--- config.mk ---
export PLATFORM = sky130hd
export DESIGN_NAME = counter_hs_driver_flat
export DESIGN_NICKNAME = d
export VERILOG_FILES = /design/src/rtl/counter_hs_driver_if.sv /design/src/rtl/counter_hs_driver.sv /design/src/flat_wrapper.sv
export SDC_FILE = /design/constraint.sdc
export NUM_CORES = 1
export LEC_CHECK = 0
export CAP_MARGIN = 20
export CORE_MARGIN = 8
export CORE_UTILIZATION = 58
export DETAILED_ROUTE_END_ITERATION = 16
export DONT_BUFFER_PORTS = 1
export GPL_TIMING_DRIVEN = 0
export PLACE_DENSITY = 0.75
export RECOVER_POWER = 100
export SYNTH_ARGS = -nofsm -noshare
export SYNTH_HDL_FRONTEND = slang
export SYNTH_SLANG_ARGS = --single-unit
--- constraint.sdc ---
create_clock -name i_clk -period 2.4 [get_ports i_clk]
set_input_delay 0.72 -clock i_clk [delete_from_list [all_inputs] [get_ports i_clk]]
set_output_delay 0.72 -clock i_clk [all_outputs]
set_load 0.005 [all_outputs]
--- src/rtl/counter_hs_driver_if.sv ---
// rtl/counter_hs_driver_if.sv - four-phase request/acknowledge channels between driver and counter

interface counter_hs_driver_if;
   logic ri;
   logic ai;
   logic ro;
   logic ao;

   modport master (output ri, output ao, input ai, input ro);
   modport slave  (input ri, input ao, output ai, output ro);
endinterface

--- src/rtl/counter_hs_driver.sv ---
// rtl/counter_hs_driver.sv - drives n_req four-phase input handshakes into a counter, acks its outputs
// and counts both sides, with per-edge timeout.

module counter_hs_driver #(
   parameter int CNT_W       = 16,
   parameter int SYNC_STAGES = 2,
   parameter int TIMEOUT     = 1023
) (
   input  logic                 i_clk,
   input  logic                 i_rst_n,
   input  logic                 i_start,
   input  logic [CNT_W-1:0]     i_n_req,
   counter_hs_driver_if.master  hs,
   output logic                 o_busy,
   output logic                 o_done,
   output logic                 o_err,
   output logic [CNT_W-1:0]     o_in_cnt,
   output logic [CNT_W-1:0]     o_out_cnt
);

   localparam int               TMO_W    = $clog2(TIMEOUT + 1);
   localparam logic [TMO_W-1:0] TMO_LAST = TMO_W'(TIMEOUT - 1);
   localparam logic [CNT_W-1:0] CNT_MAX  = '1;

   typedef enum logic [2:0] {
      IDLE,
      REQ_UP,
      REQ_DN,
      DRAIN,
      DONE,
      ERR
   } state_t;

   state_t                 r_state;
   state_t                 w_state_nxt;
   logic [SYNC_STAGES-1:0] r_ai_sync;
   logic [SYNC_STAGES-1:0] r_ro_sync;
   logic [TMO_W-1:0]       r_tmo;
   logic [CNT_W-1:0]       r_n_req;
   logic [CNT_W-1:0]       r_in_cnt;
   logic [CNT_W-1:0]       r_out_cnt;
   logic                   r_ri;
   logic                   r_ao;
   logic                   r_busy;
   logic                   r_done;
   logic                   r_err;

   logic                   w_ai_s;
   logic                   w_ro_s;
   logic                   w_accept;
   logic                   w_in_inc;
   logic                   w_out_inc;
   logic                   w_tmo_hit;
   logic                   w_busy_st;
   logic [CNT_W-1:0]       w_in_cnt_inc;
   logic [CNT_W-1:0]       w_out_cnt_inc;

   // ai/ro come from the counter's own timing domain; nothing else may look at them raw
   always_ff @(posedge i_clk or negedge i_rst_n) begin
      if (!i_rst_n) begin
         r_ai_sync <= '0;
         r_ro_sync <= '0;
      end else begin
         r_ai_sync <= {r_ai_sync[SYNC_STAGES-2:0], hs.ai};
         r_ro_sync <= {r_ro_sync[SYNC_STAGES-2:0], hs.ro};
      end
   end

   assign w_ai_s        = r_ai_sync[SYNC_STAGES-1];
   assign w_ro_s        = r_ro_sync[SYNC_STAGES-1];
   assign w_tmo_hit     = (r_tmo == TMO_LAST);
   assign w_busy_st     = (r_state == REQ_UP) || (r_state == REQ_DN) || (r_state == DRAIN);
   assign w_in_cnt_inc  = (r_in_cnt == CNT_MAX) ? r_in_cnt : r_in_cnt + 1'b1;
   assign w_out_cnt_inc = (r_out_cnt == CNT_MAX) ? r_out_cnt : r_out_cnt + 1'b1;
   assign w_out_inc     = w_ro_s && !r_ao && (r_state != IDLE) && (r_state != ERR);

   always_ff @(posedge i_clk or negedge i_rst_n) begin
      if (!i_rst_n) begin
         r_state <= IDLE;
      end else begin
         r_state <= w_state_nxt;
      end
   end

   // Handshake progress takes priority over the timeout on the same cycle
   always_comb begin
      w_state_nxt = r_state;
      w_accept    = 1'b0;
      w_in_inc    = 1'b0;
      case (r_state)
         IDLE, ERR: begin
            if (i_start) begin
               w_accept    = 1'b1;
               w_state_nxt = (i_n_req != '0) ? REQ_UP : DONE;
            end
         end
         REQ_UP: begin
            if (w_ai_s) begin
               w_state_nxt = REQ_DN;
            end else if (w_tmo_hit) begin
               w_state_nxt = ERR;
            end
         end
         REQ_DN: begin
            if (!w_ai_s) begin
               w_in_inc    = 1'b1;
               w_state_nxt = (w_in_cnt_inc < r_n_req) ? REQ_UP : DRAIN;
            end else if (w_tmo_hit) begin
               w_state_nxt = ERR;
            end
         end
         DRAIN: begin
            if (!w_ro_s && !r_ao) begin
               w_state_nxt = DONE;
            end else if (w_tmo_hit) begin
               w_state_nxt = ERR;
            end
         end
         DONE:    w_state_nxt = IDLE;
         default: w_state_nxt = IDLE;
      endcase
   end

   always_ff @(posedge i_clk or negedge i_rst_n) begin
      if (!i_rst_n) begin
         r_tmo <= '0;
      end else if (w_state_nxt != r_state) begin
         r_tmo <= '0;
      end else if (w_busy_st) begin
         r_tmo <= r_tmo + 1'b1;
      end
   end

   always_ff @(posedge i_clk or negedge i_rst_n) begin
      if (!i_rst_n) begin
         r_n_req   <= '0;
         r_in_cnt  <= '0;
         r_out_cnt <= '0;
      end else if (w_accept) begin
         r_n_req   <= i_n_req;
         r_in_cnt  <= '0;
         r_out_cnt <= '0;
      end else begin
         if (w_in_inc) begin
            r_in_cnt <= w_in_cnt_inc;
         end
         if (w_out_inc) begin
            r_out_cnt <= w_out_cnt_inc;
         end
      end
   end

   // Outputs decode the current state one edge later, so ri rises the edge after start is taken
   always_ff @(posedge i_clk or negedge i_rst_n) begin
      if (!i_rst_n) begin
         r_ri   <= 1'b0;
         r_ao   <= 1'b0;
         r_busy <= 1'b0;
         r_done <= 1'b0;
         r_err  <= 1'b0;
      end else begin
         r_ri   <= (r_state == REQ_UP);
         r_ao   <= w_ro_s;
         r_busy <= w_busy_st;
         r_done <= (r_state == DONE);
         r_err  <= (r_state == ERR);
      end
   end

   assign hs.ri     = r_ri;
   assign hs.ao     = r_ao;
   assign o_busy    = r_busy;
   assign o_done    = r_done;
   assign o_err     = r_err;
   assign o_in_cnt  = r_in_cnt;
   assign o_out_cnt = r_out_cnt;

endmodule

--- src/flat_wrapper.sv ---
// flat-port wrapper written by rule: the top's interface ports become plain ports
module counter_hs_driver_flat 
#(
   parameter int CNT_W       = 16,
   parameter int SYNC_STAGES = 2,
   parameter int TIMEOUT     = 1023
)
  (i_clk, i_rst_n, i_start, i_n_req, o_busy, o_done, o_err, o_in_cnt, o_out_cnt, hs_ri, hs_ao, hs_ai, hs_ro);
  counter_hs_driver_if hs_i ();
  input  logic i_clk;
  input  logic i_rst_n;
  input  logic i_start;
  input  logic [CNT_W-1:0] i_n_req;
  output logic o_busy;
  output logic o_done;
  output logic o_err;
  output logic [CNT_W-1:0] o_in_cnt;
  output logic [CNT_W-1:0] o_out_cnt;
  output wire logic [$bits(hs_i.ri)-1:0] hs_ri;
  output wire logic [$bits(hs_i.ao)-1:0] hs_ao;
  input wire logic [$bits(hs_i.ai)-1:0] hs_ai;
  input wire logic [$bits(hs_i.ro)-1:0] hs_ro;
  assign hs_ri = hs_i.ri;
  assign hs_ao = hs_i.ao;
  assign hs_i.ai = hs_ai;
  assign hs_i.ro = hs_ro;
  counter_hs_driver #(.CNT_W(CNT_W), .SYNC_STAGES(SYNC_STAGES), .TIMEOUT(TIMEOUT)) u_core (.i_clk(i_clk), .i_rst_n(i_rst_n), .i_start(i_start), .i_n_req(i_n_req), .hs(hs_i), .o_busy(o_busy), .o_done(o_done), .o_err(o_err), .o_in_cnt(o_in_cnt), .o_out_cnt(o_out_cnt));
endmodule
==> images/m3.png <==
Bar = 20 um.
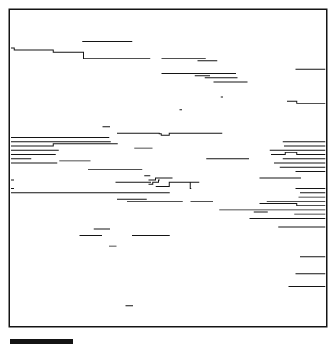
share of all routed wire: 8.6%
longest straight run: 50.4 um

==> images/ff_map.png <==
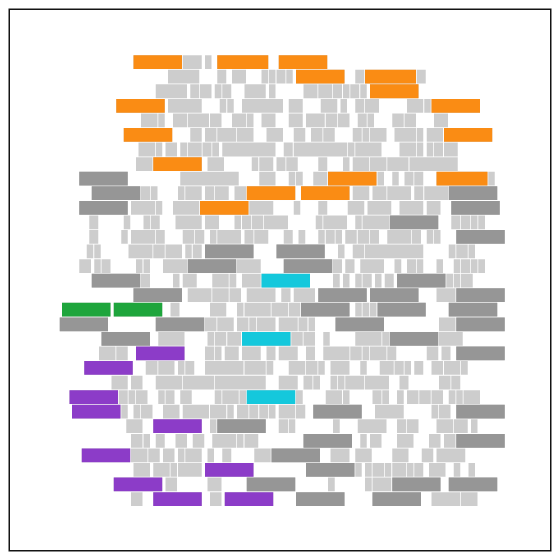
[orange] u_core.o_in_cnt | sequential cells: 16
[purple] u_core.r_tmo | sequential cells: 10 | where: bottom left
[green] u_core.r_ai_sync | sequential cells: 2
[cyan] u_core.r_state | sequential cells: 3

-- registers in the layout, summed over array words and instances, names as in the netlist --
signal and count:
u_core.hs.ao 1, u_core.hs.ri 1, u_core.r_ro_sync 2, u_core.o_in_cnt 16, u_core.o_out_cnt 16, u_core.o_err 1, u_core.o_busy 1, u_core.r_n_req 16
u_core.r_state 3, u_core.r_tmo 10, u_core.r_ai_sync 2, u_core.o_done 1
-- routing by layer --
layer / vias up / track usage [%] / share of wire [%] / wire length (um)
met5: - / 0 / 0 / 0
met4: 0 / 7.67 / 1.6 / 154
met3: 13 / 5.59 / 8.5 / 844
met2: 99 / 30.7 / 46 / 4570
met1: 1723 / 25.8 / 44 / 4310
li1: 1641 / - / - / -
==> flow_metrics.tcl <==
# implementation run metrics
set metrics [dict create \
    crit_family "simple AND/OR/NAND/NOR gates" \
    rrSetupSlack_ps -430 \
    top_cell "dfrtp_1" \
    ys_types 60 \
    power.switching_uw 1280 \
    aoi_share_pct 17.5 \
    final_cell_area_um2 4630 \
    cpPeakStageDelay_ps 480 \
    fin_cells 564 \
    cts_htree_levels 3 \
    r2r_start "u_core.o_in_cnt[0]" \
    setup_viol 4 \
    finalClockPeriodUsage_pct 118 \
    crit_chain "ha_4 > and4_4 > a41oi_4 > buf_4 > nand4_1 > xnor2_1 > ha_1 > nand4_1 > nor4_1 > o21ai_1 > a311oi_2" \
    die_w_um 101 \
    share_comb_of_total_power_pct 29.8 \
    post-dp-hpwl_mm 7.12 \
    cap_violations 0 \
    status "finished, violations left" \
    grt_antenna_before_repair 0 \
    place_area_um2 4310 \
    edf_count 0 \
    powerClk_uw 1060 \
    fin_ws_ps -430 \
    postSynthAreaPerCell_um2 9.41 \
    drt_first_iter_violations 237 \
    violations "setup timing" \
    largestPowerGroup "sequential cells" \
    cp.depth 11 \
    slew_viol_final 0 \
    power_frac_clock_pct 28.8 \
    hold_ws_ps 62.6 \
    ys_sh_adder_pct 5.69 \
    lay_top_cells "67 x dfrtp_1, 52 x nand2_1, 27 x inv_1, 27 x nor2_1, 26 x o21ai_0" \
    numCtsBuffers 9 \
    rsz0062_at_grt "yes" \
    sh_comb_area_pct 49.6 \
    cp_slowest_cell "dfrtp_2" \
    n_tap_cell 99 \
]
